### The metal 1 layer

Bar = 20 um. Supply wires on this layer in grey. Cells faint in the background.
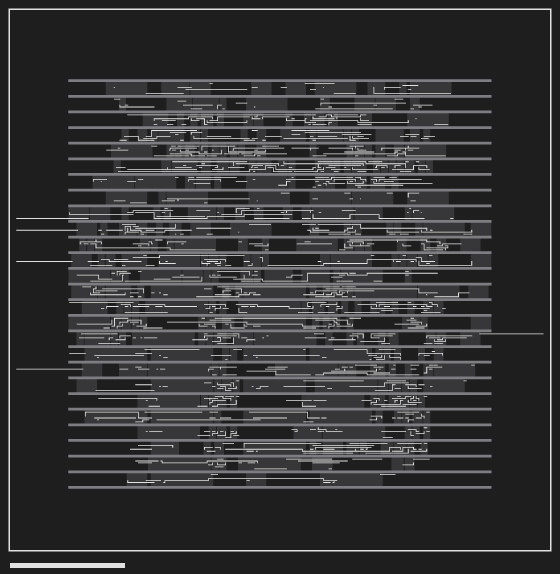
### Layout detail

Bar = 10 um. Window x 27 to 67, y 8 to 48 um. Cells in grey, sequential cells in the stronger grey; small squares are vias.
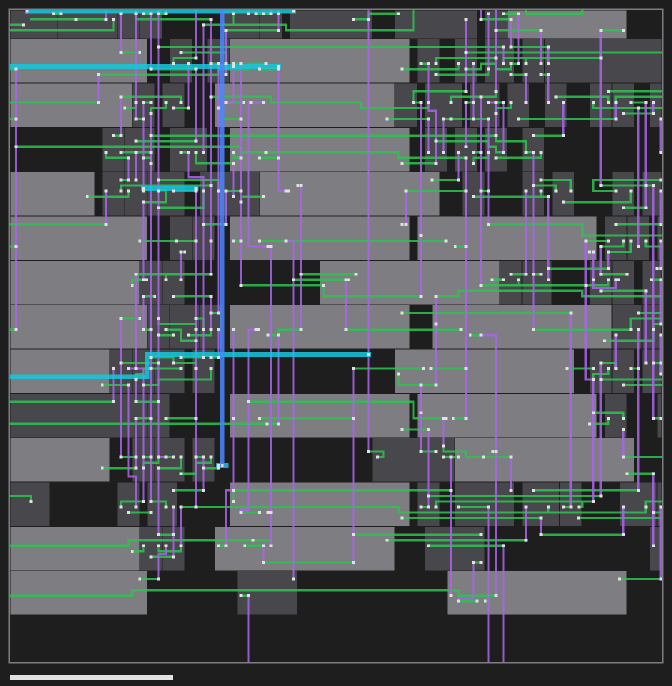
### Track usage over the die

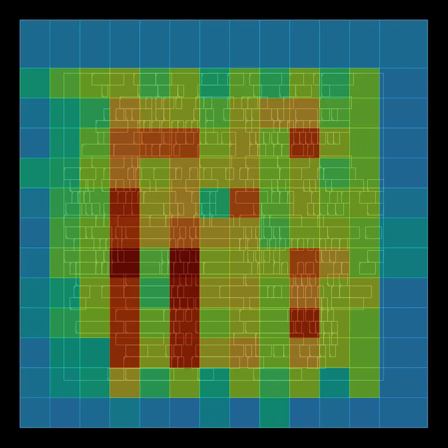
### Drive-strength map

Bar = 20 um.
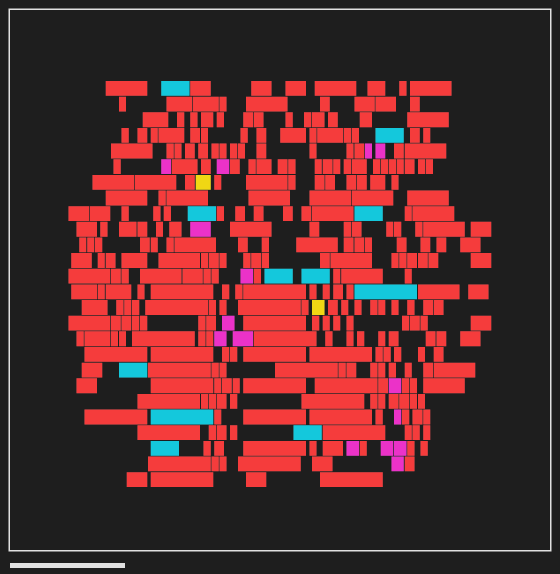
File: src/rtl/dataio_pkg.sv
// Shared definitions for the 8-bit coordinate/value GPIO link:
// field positions, transmitter FSM states and the byte packer.
package dataio_pkg;

  typedef enum logic [1:0] {
    ST_IDLE   = 2'd0,
    ST_SETUP  = 2'd1,
    ST_STROBE = 2'd2,
    ST_GAP    = 2'd3
  } tx_state_t;

  localparam int COORD_MSB  = 7;
  localparam int COORD_LSB  = 3;
  localparam int VALUE_MSB  = 2;
  localparam int VALUE_LSB  = 1;
  localparam int PARITY_BIT = 0;
  localparam int ENTRY_W    = 7;

  // Even parity: the XOR of all eight bits of the packed byte is zero.
  function automatic logic [7:0] pack_byte(input logic [4:0] coord, input logic [1:0] value);
    logic [7:0] b;
    b = '0;
    b[COORD_MSB:COORD_LSB] = coord;
    b[VALUE_MSB:VALUE_LSB] = value;
    b[PARITY_BIT]          = ^b[7:1];
    return b;
  endfunction

endpackage

File: src/rtl/tx_fifo.sv
// Small synchronous FIFO holding pending {coord, value} updates.
// Pushes while full are dropped and flagged with a one-cycle overflow pulse.
module tx_fifo #(
  parameter int DEPTH = 4,
  parameter int WIDTH = 7
) (
  input  logic             i_clk,
  input  logic             i_srst,
  input  logic             i_push,
  input  logic [WIDTH-1:0] i_push_data,
  input  logic             i_pop,
  output logic [WIDTH-1:0] o_pop_data,
  output logic             o_full,
  output logic             o_empty,
  output logic             o_overflow
);

  localparam int AW = $clog2(DEPTH);

  logic [WIDTH-1:0] r_mem [DEPTH];
  logic [AW-1:0]    r_wr_ptr;
  logic [AW-1:0]    r_rd_ptr;
  logic [AW:0]      r_count;
  logic             r_full;
  logic             r_overflow;

  logic             w_push_ok;
  logic             w_pop_ok;
  logic [AW:0]      w_count_next;

  assign w_push_ok = i_push & ~r_full;
  assign w_pop_ok  = i_pop & (r_count != '0);

  always_comb begin
    w_count_next = r_count;
    case ({w_push_ok, w_pop_ok})
      2'b10:   w_count_next = r_count + 1'b1;
      2'b01:   w_count_next = r_count - 1'b1;
      default: w_count_next = r_count;
    endcase
  end

  // Storage has no reset so it can map onto RAM primitives.
  always_ff @(posedge i_clk) begin
    if (w_push_ok) begin
      r_mem[r_wr_ptr] <= i_push_data;
    end
  end

  always_ff @(posedge i_clk) begin
    if (i_srst) begin
      r_wr_ptr   <= '0;
      r_rd_ptr   <= '0;
      r_count    <= '0;
      r_full     <= 1'b0;
      r_overflow <= 1'b0;
    end else begin
      if (w_push_ok) r_wr_ptr <= r_wr_ptr + 1'b1;
      if (w_pop_ok)  r_rd_ptr <= r_rd_ptr + 1'b1;
      r_count    <= w_count_next;
      r_full     <= (w_count_next == (AW+1)'(DEPTH));
      r_overflow <= i_push & r_full;
    end
  end

  assign o_pop_data = r_mem[r_rd_ptr];
  assign o_full     = r_full;
  assign o_empty    = (r_count == '0);
  assign o_overflow = r_overflow;

endmodule

File: src/rtl/data_output_tx.sv
// GPIO-side transmitter: buffers (coord, value) updates and sends each one as a
// parity-protected byte with a setup / strobe / gap handshake on ENABLE_OUT.
module data_output_tx
  import dataio_pkg::*;
#(
  parameter int SETUP_CYCLES = 2,
  parameter int HOLD_CYCLES  = 4,
  parameter int GAP_CYCLES   = 4,
  parameter int FIFO_DEPTH   = 4,
  parameter int CNT_W        = 8
) (
  input  logic       CLOCK_50,
  input  logic       RESET,
  input  logic [4:0] COORD_IN,
  input  logic [1:0] VALUE_IN,
  input  logic       WRITE_IN,
  output logic       FULL,
  output logic       OVERFLOW,
  output logic       BUSY,
  output logic [7:0] DATA_OUT,
  output logic       ENABLE_OUT
);

  localparam logic [CNT_W-1:0] SETUP_LOAD = CNT_W'(SETUP_CYCLES - 1);
  localparam logic [CNT_W-1:0] HOLD_LOAD  = CNT_W'(HOLD_CYCLES - 1);
  localparam logic [CNT_W-1:0] GAP_LOAD   = CNT_W'(GAP_CYCLES - 1);

  tx_state_t          r_state;
  tx_state_t          w_state_next;
  logic [CNT_W-1:0]   r_cnt;
  logic [CNT_W-1:0]   w_cnt_next;
  logic [7:0]         r_data;
  logic               r_enable;
  logic               w_pop;
  logic               w_empty;
  logic [ENTRY_W-1:0] w_pop_data;

  tx_fifo #(
    .DEPTH (FIFO_DEPTH),
    .WIDTH (ENTRY_W)
  ) u_fifo (
    .i_clk       (CLOCK_50),
    .i_srst      (RESET),
    .i_push      (WRITE_IN),
    .i_push_data ({COORD_IN, VALUE_IN}),
    .i_pop       (w_pop),
    .o_pop_data  (w_pop_data),
    .o_full      (FULL),
    .o_empty     (w_empty),
    .o_overflow  (OVERFLOW)
  );

  // Each timed state counts down to zero, then reloads for the next state.
  always_comb begin
    w_state_next = r_state;
    w_cnt_next   = r_cnt;
    w_pop        = 1'b0;
    case (r_state)
      ST_IDLE: begin
        if (!w_empty) begin
          w_pop        = 1'b1;
          w_state_next = ST_SETUP;
          w_cnt_next   = SETUP_LOAD;
        end
      end
      ST_SETUP: begin
        if (r_cnt == '0) begin
          w_state_next = ST_STROBE;
          w_cnt_next   = HOLD_LOAD;
        end else begin
          w_cnt_next = r_cnt - 1'b1;
        end
      end
      ST_STROBE: begin
        if (r_cnt == '0) begin
          w_state_next = ST_GAP;
          w_cnt_next   = GAP_LOAD;
        end else begin
          w_cnt_next = r_cnt - 1'b1;
        end
      end
      ST_GAP: begin
        if (r_cnt == '0) begin
          w_state_next = ST_IDLE;
          w_cnt_next   = '0;
        end else begin
          w_cnt_next = r_cnt - 1'b1;
        end
      end
      default: begin
        w_state_next = ST_IDLE;
        w_cnt_next   = '0;
      end
    endcase
  end

  // Strobe is registered from the next state so it is glitch-free and aligned with STROBE.
  always_ff @(posedge CLOCK_50) begin
    if (RESET) begin
      r_state  <= ST_IDLE;
      r_cnt    <= '0;
      r_data   <= '0;
      r_enable <= 1'b0;
    end else begin
      r_state  <= w_state_next;
      r_cnt    <= w_cnt_next;
      r_enable <= (w_state_next == ST_STROBE);
      if (w_pop) begin
        r_data <= pack_byte(w_pop_data[6:2], w_pop_data[1:0]);
      end
    end
  end

  assign BUSY       = (r_state != ST_IDLE) | ~w_empty;
  assign DATA_OUT   = r_data;
  assign ENABLE_OUT = r_enable;

endmodule

File: config.mk
export PLATFORM = sky130hd
export DESIGN_NAME = data_output_tx
export DESIGN_NICKNAME = d
export VERILOG_FILES = /design/src/rtl/dataio_pkg.sv /design/src/rtl/tx_fifo.sv /design/src/rtl/data_output_tx.sv
export SDC_FILE = /design/constraint.sdc
export NUM_CORES = 1
export LEC_CHECK = 0
export ABC_AREA = 1
export ABC_CLOCK_PERIOD_IN_PS = 6100
export CORE_MARGIN = 10
export CORE_UTILIZATION = 50
export DETAILED_ROUTE_END_ITERATION = 10
export GPL_ROUTABILITY_DRIVEN = 0
export PLACE_DENSITY = 0.7
export SLEW_MARGIN = 20
export SYNTH_ARGS = -nofsm -noshare
export SYNTH_HDL_FRONTEND = slang
export SYNTH_SLANG_ARGS = --single-unit
File: constraint.sdc
create_clock -name CLOCK_50 -period 6.1 [get_ports CLOCK_50]
set_input_delay 1.83 -clock CLOCK_50 [delete_from_list [all_inputs] [get_ports CLOCK_50]]
set_output_delay 1.83 -clock CLOCK_50 [all_outputs]
set_load 0.005 [all_outputs]
==> results_dict.tcl <==
# metrics dict for downstream scripts
set metrics [dict create \
    ant_nets 0 \
    fp_util 0.524 \
    clkSlewWorstSetupHoldPaths_ps 70 \
    status "complete, no violations" \
    rows 26 \
    clock.fmax_ghz 0.273 \
    flop_area_um2 1440 \
    p_leak_nw 1.39 \
    crit_type "input port to flop" \
    n_antenna_cell 0 \
    cts_resized 0 \
    holdCritPathClass "flop to flop" \
    reg2reg_from "r_state[0]" \
    fin_hold_ws_ps 458 \
    largest_area_cell "edfxtp_1" \
    nClkBuffers 10 \
    grt_pass1_vias 1978 \
    ys_cells 318 \
    crit_path_start_kind "input port" \
    ys_sh_aoi 0.0848 \
    ys_top_logic_family "simple AND/OR/NAND/NOR gates" \
    lay_top_count "nand2_1" \
    dr.pass1.iters 4 \
    final_cell_mix "86 x nand2_1, 34 x inv_1, 30 x dfxtp_1, 28 x edfxtp_1, 25 x nor2_1" \
    final_layout_size_suffix_gt1_frac 0.0807 \
    total_power_mw 1.72 \
    r2r_end "u_fifo.o_full" \
    synth_seq_share 0.528 \
    htree_levels 3 \
    cts_root_buf "clkbuf_8" \
    critPathRequiredTime_ps 6320 \
    setup_viol 0 \
    setup_tns_ps 0 \
    fin_worst_skew_ps 9.17 \
    end_kind "flop" \
    dieArea_um2 8810 \
]
-- 'The metal 1 layer' (at the start) --
share of all routed wire: 48%
wire length on this layer: 2440 um
nets with wire on the layer: 337
longest straight run: 32.7 um
met1 Use GR: 0.140
vias: 2064
routed wire length: 5.10 mm

-- 'Layout detail' (at the start) --
legend:
  purple:
    layer: met2
  green:
    layer: met1
  blue:
    layer: met4
  cyan:
    layer: met3
netlist names of flops here include: u_fifo.r_mem (25)
most frequent: nand2_1 (49), edfxtp_1 (25), nand3_1 (11)
cells with their middle in the window: 108
sequential cells in the window: 26

-- 'Track usage over the die' (at the start) --
met2 usage: 0.202
GRT Util Overall: 0.127
GRT busiest layer: met2
wire per inst: 12.2 um

-- 'Drive-strength map' (at the start) --
legend:
  cyan:
    size: drive 6 and up
    cells: 11
  red:
    size: drive 1 or less
    cells: 319
  magenta:
    size: drive 2
    cells: 15
  yellow:
    size: drive 3 to 4
    cells: 2
final setup margin: 2440 ps
Area Overhead vs Synth: 16.4%
Non-clk bufs: 21

[where the power goes]
group / leakage (nW) / total, mW / switching [mW] / internal (mW)
Clock: 0.104 / 0.375 / 0.147 / 0.227
Combinational: 0.787 / 0.750 / 0.459 / 0.291
Sequential: 0.504 / 0.597 / 0.0832 / 0.514
[registers in the layout (all words and copies together), names as in the netlist, named ones only]
name,count
u_fifo.o_full,1
u_fifo.r_wr_ptr,2
r_cnt,8
r_state,2
u_fifo.r_rd_ptr,2
u_fifo.r_count,3
DATA_OUT,8
ENABLE_OUT,1
u_fifo.o_overflow,1
u_fifo.r_mem,28
[metal layers]
metal,vias up,track usage,routed length (um)
met5,-,0,0
li1,1087,-,-
met3,8,0.0472,222
met4,0,0.0810,83
met2,29,0.202,2350
met1,940,0.140,2440
Power figures rest on the tool's default switching activity, not on a simulated workload.
